==> config.mk <==
export PLATFORM = sky130hd
export DESIGN_NAME = mem_bus_arbiter
export DESIGN_NICKNAME = d
export VERILOG_FILES = /design/src/rtl/mem_bus_arbiter.sv
export SDC_FILE = /design/constraint.sdc
export NUM_CORES = 1
export LEC_CHECK = 0
export CORE_MARGIN = 1.5
export CORE_UTILIZATION = 41
export DETAILED_ROUTE_END_ITERATION = 10
export PLACE_DENSITY_LB_ADDON = 0.12
export SYNTH_ARGS = -nofsm -noshare
export SYNTH_HDL_FRONTEND = slang
export SYNTH_SLANG_ARGS = --single-unit
==> constraint.sdc <==
create_clock -name clk -period 4.1 [get_ports clk]
set_clock_uncertainty 0.05 [all_clocks]
set_input_delay 1.23 -clock clk [delete_from_list [all_inputs] [get_ports clk]]
set_output_delay 1.23 -clock clk [all_outputs]
set_load 0.005 [all_outputs]
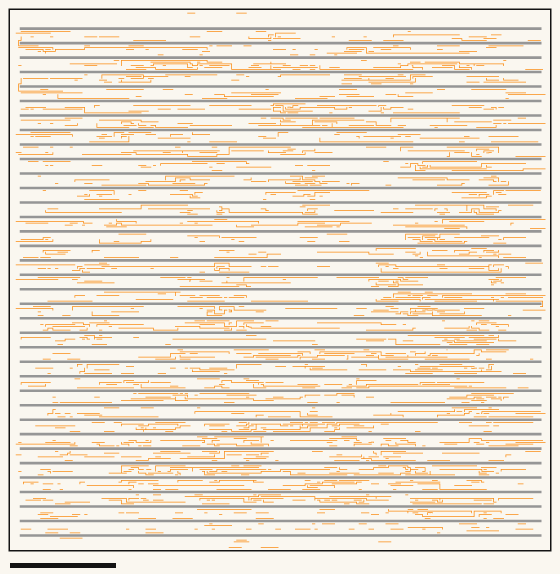
run_1/met1.png
Scale bar: 20 um. Supply wires on this layer in grey.
nets with wire on the layer	623
wire length on this layer	5130 um
main direction	horizontal
share of all routed wire	38%
longest straight run	23.0 um
Detailed Route WL: 13600 um
Vias: 4079
met1 usage: 0.312

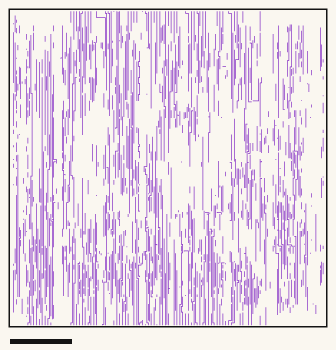
run_1/met2.png
Scale bar: 20 um.
longest straight run	54.1 um
wire length on this layer	7110 um
main direction	vertical
nets with wire on the layer	655
share of all routed wire	52%
met2 GRT Util: 0.465

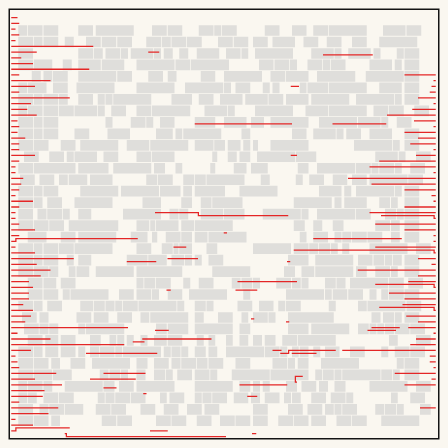
run_1/met3.png
wire length on this layer	1090 um
nets with wire on the layer	150
longest straight run	37.7 um
share of all routed wire	8.0%
main direction	horizontal
M3 GR Usage: 0.0566

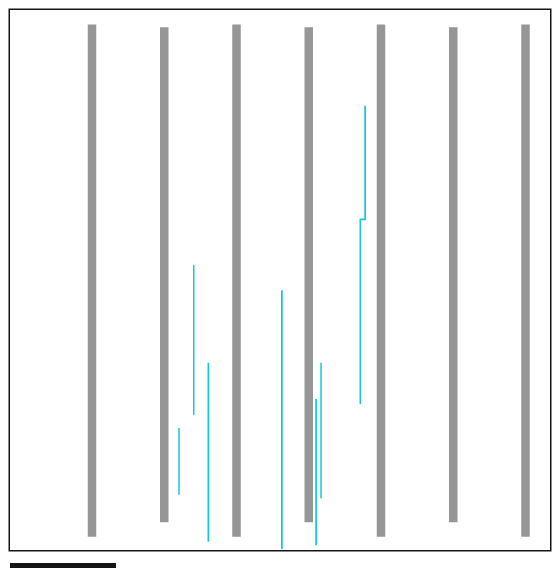
run_1/met4.png
Scale bar: 20 um. Supply wires on this layer in grey.
share of all routed wire	1.7%
main direction	vertical
longest straight run	48.3 um
nets with wire on the layer	6
wire length on this layer	231 um

==> results.py, run 1 <==
# Metrics from the implementation run
metrics = {
    "sta": {
        "hold_viol_final": 0,
        "period_minus_slack_ns": 4.08,
        "relSlewSlack": 0.217,
        "slew_violations": 0,
    },
    "power": {
        "p_seq_frac": 0.325,
        "ir_drop_v": 0.000365,
        "comb-power_uw": 2020,
        "pg_seq_uw": 1280,
        "powerDensity_nw_per_um2": 586,
        "top_power_group": "combinational cells",
        "switching_share": 0.343,
        "pwr-share-comb": 0.512,
    },
    "floorplanning": {
        "fp-utilization": 0.426,
        "fp.coreArea_sq_um": 9330,
        "tap_cells": 129,
        "io_pins": 241,
    },
    "yosys": {
        "yosys_cells": 386,
        "xor_share": 0,
        "synth_area_per_cell_sq_um": 10.3,
        "synth_cell_type_count": 32,
        "ys_seq_frac": 0.466,
        "simple_gate_area_frac": 0.210,
        "ys_warn_count": 0,
        "ys_sh_aoi": 0.245,
        "synthCells": 386,
    },
    "setup_path": {
        "worstPathRequired_ns": 2.82,
        "cp_top_family": "buffers and inverters",
        "path_class": "primary input to output pin",
        "worstRegToRegCells": 7,
        "cp_slowest_cell": "clkdlybuf4s50_1",
        "crit_cells": 7,
        "cp-start-kind": "primary input",
        "ff2ff_setup_slack_ns": 1.81,
    },
    "cells_and_area": {
        "final_nets": 742,
        "combGateArea_sq_um": 1870,
        "num-multi-input-gates": 261,
        "seq_share": 0.275,
        "final_cell_area_sq_um": 6730,
        "num-nonclk-buffers": 254,
        "clk_share": 0.0339,
        "nNonClkInverters": 3,
        "area_growth_pct": 69.3,
        "ff_count": 74,
        "n_antenna_cell": 0,
        "lay_top_count": "clkdlybuf4s50_1",
    },
    "detailed_routing": {
        "drtPass1Iterations": 4,
        "wl_met3_um": 1090,
        "route.antenna.remaining_nets": 0,
        "met2WireLength_um": 7110,
        "highest_layer": "met4",
        "post-route-drc-count": 0,
        "wl_per_cell_um": 18.4,
    },
    "global_routing": {
        "antenna_found_initial": 0,
        "overflow": 0,
        "busiest_layer": "met2",
    },
    "clock_network": {
        "ctsRootBufferMaster": "clkbuf_8",
        "hold_buffers": 0,
        "cts_buffers": 9,
        "clkLatencyLatePin_ns": 0.34,
        "cts_sinks": 74,
        "clock_path_buffers": 2,
    },
    "status": {
        "status": "finished, final reports clean",
    },
    "flow_run": {
        "warnings": 28,
        "maxCapViolations": 0,
    },
    "placed_design": {
        "placed_area_sq_um": 6390,
    },
    "min_path": {
        "hp-class": "register to register",
    },
}
[run 1: Yosys cell counts (all sizes together)]
master	number	area [sq um]
dfrtp	74	1850
nor2b	4	25.0
o31ai	1	7.51
o21a	1	7.51
a21oi	2	10.0
o2bb2ai	36	503
and2	35	221
inv	3	11.3
clkbuf	23	86.3
and3b	1	8.76
a21bo	1	10.0
ha	2	25.0
o21ai	34	170
nor2	4	17.5
o211ai	32	240
buf	25	166
a211oi	1	7.51
mux2	2	22.5
nand2	2	10.0
nand3	66	330
a22o	1	8.76
or2	2	12.5
o311ai	1	8.76
nand4b	1	8.76
nand4	32	200
[run 1: worst register-to-register path, delay by kind of cell (launching register included)]
kind / cells / cell delay, ns
compound gates: 2 / 0.26
fa+ha+maj: 1 / 0.20
buf+inv: 3 / 0.72
flops: 1 / 0.39
simple gates: 1 / 0.56
==> run 2: changes to the inputs <==
CORE_UTILIZATION = 34   (was 41)
MAX_ROUTING_LAYER = met4   (was unset)
clock period = 3.5 ns   (was 4.1 ns; I/O delays follow)
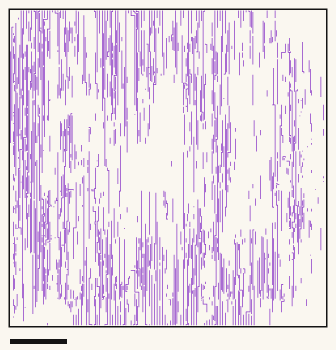
run_2/met2.png
Scale bar: 20 um.
share of all routed wire	52%
wire length on this layer	7230 um
main direction	vertical
nets with wire on the layer	653
longest straight run	49.8 um
Detailed Route WL: 14000 um
met2 GRT Util: 0.412
Vias: 4076

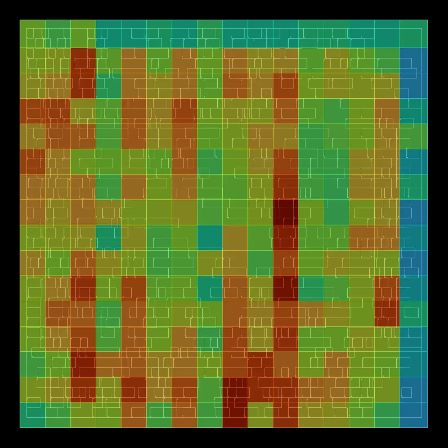
run_2/final_congestion.png
gr busiest metal: met2
Final Util: 0.588
M3 GR Usage: 0.0508

==> run 2 against run 1 <==
Effect of this change:
- non-clock buffer count up 2
- total power up 22%
- critical path type unchanged
- wire length up 3.5%
- combinational power up 15%
- critical path depth unchanged
- worst setup slack better by 0.025 ns
- register-to-register slack worse by 0.49 ns
==> results.py, run 2 <==
# Metrics from the implementation run
metrics = {
    "clock_network": {
        "clkLatencyLatePin_ns": 0.32,
        "hold_buffers": 0,
        "htree_levels": 3,
        "ctsRootBufferMaster": "clkbuf_16",
        "cts_sinks": 74,
        "clock_path_buffers": 2,
        "cts_buffers": 9,
    },
    "cells_and_area": {
        "ff_count": 74,
        "num-nonclk-buffers": 256,
        "combGateArea_sq_um": 1870,
        "nNonClkInverters": 3,
        "clk_share": 0.0473,
        "num-multi-input-gates": 261,
        "n_antenna_cell": 0,
        "area_growth_pct": 69.1,
        "seq_share": 0.276,
        "final_nets": 744,
    },
    "setup_path": {
        "worstRegToRegCells": 4,
        "cp-start-kind": "primary input",
        "ff2ff_setup_slack_ns": 1.32,
        "crit_cells": 7,
        "worstPathRequired_ns": 2.40,
        "cp_top_family": "buffers and inverters",
        "cp_slowest_cell": "o21a_4",
        "path_class": "primary input to output pin",
    },
    "yosys": {
        "top_cell": "dfrtp_1",
        "xor_share": 0,
        "synth_area_per_cell_sq_um": 10.3,
        "synthCells": 386,
        "synth_cell_type_count": 32,
        "yosys_cells": 386,
        "synth_top_cell_by_area": "dfrtp_1",
        "ys.flops": 74,
        "simple_gate_area_frac": 0.210,
        "flop_cell": "dfrtp_1",
        "ys_sh_aoi": 0.245,
        "synth_top_area_share": 0.466,
        "ys_seq_frac": 0.466,
    },
    "power": {
        "pg_seq_uw": 1500,
        "p_seq_frac": 0.312,
        "switching_share": 0.329,
        "comb-power_uw": 2330,
        "powerDensity_nw_per_um2": 717,
        "top_power_group": "combinational cells",
        "pwr-share-comb": 0.484,
    },
    "floorplanning": {
        "fp-utilization": 0.348,
        "io_pins": 241,
        "fp.coreArea_sq_um": 11400,
        "tap_cells": 143,
    },
    "sta": {
        "relSlewSlack": 0.185,
        "hold_viol_final": 0,
        "slew_violations": 0,
        "period_minus_slack_ns": 3.46,
    },
    "flow_run": {
        "warnings": 27,
    },
    "detailed_routing": {
        "route.antenna.remaining_nets": 0,
        "drtPass1Iterations": 4,
        "post-route-drc-count": 0,
    },
    "global_routing": {
        "overflow": 0,
        "antenna_found_initial": 0,
    },
    "placed_design": {
        "io_buffers": 240,
    },
    "min_path": {
        "holdPathStages": 1,
    },
    "status": {
        "status": "finished, final reports clean",
    },
}
-- run 2: cell count changes in the layout (fill, tap and decap cells not counted), sizes merged --
cell	delta
buf	+2
clkbuf	+24
clkdlybuf4s15	+1
clkdlybuf4s50	-23
clkinvlp	-1
dlygate4sd2	+6
dlymetal6s2s	-8
-- run 2: stage by stage --
| stage | cells | cell area, sq um | total power (uW) |
|---|---|---|---|
| after floorplan | 386 | 3970 | 2560 |
| after global placement | 733 | 6430 | 3810 |
| after detailed placement | 733 | 6430 | 3840 |
| after CTS | 751 | 6810 | 4880 |
| after global routing | 752 | 6710 | 5130 |
| final | 752 | 6710 | 4810 |
-- run 2: metal layers --
layer	vias up	GRT usage	wire length, um
met5	-	-	0
met4	0	0.0945	400
met3	31	0.0508	922
met2	190	0.412	7230
met1	1969	0.276	5470
li1	1886	-	-
Power and IR drop assume default switching activity.
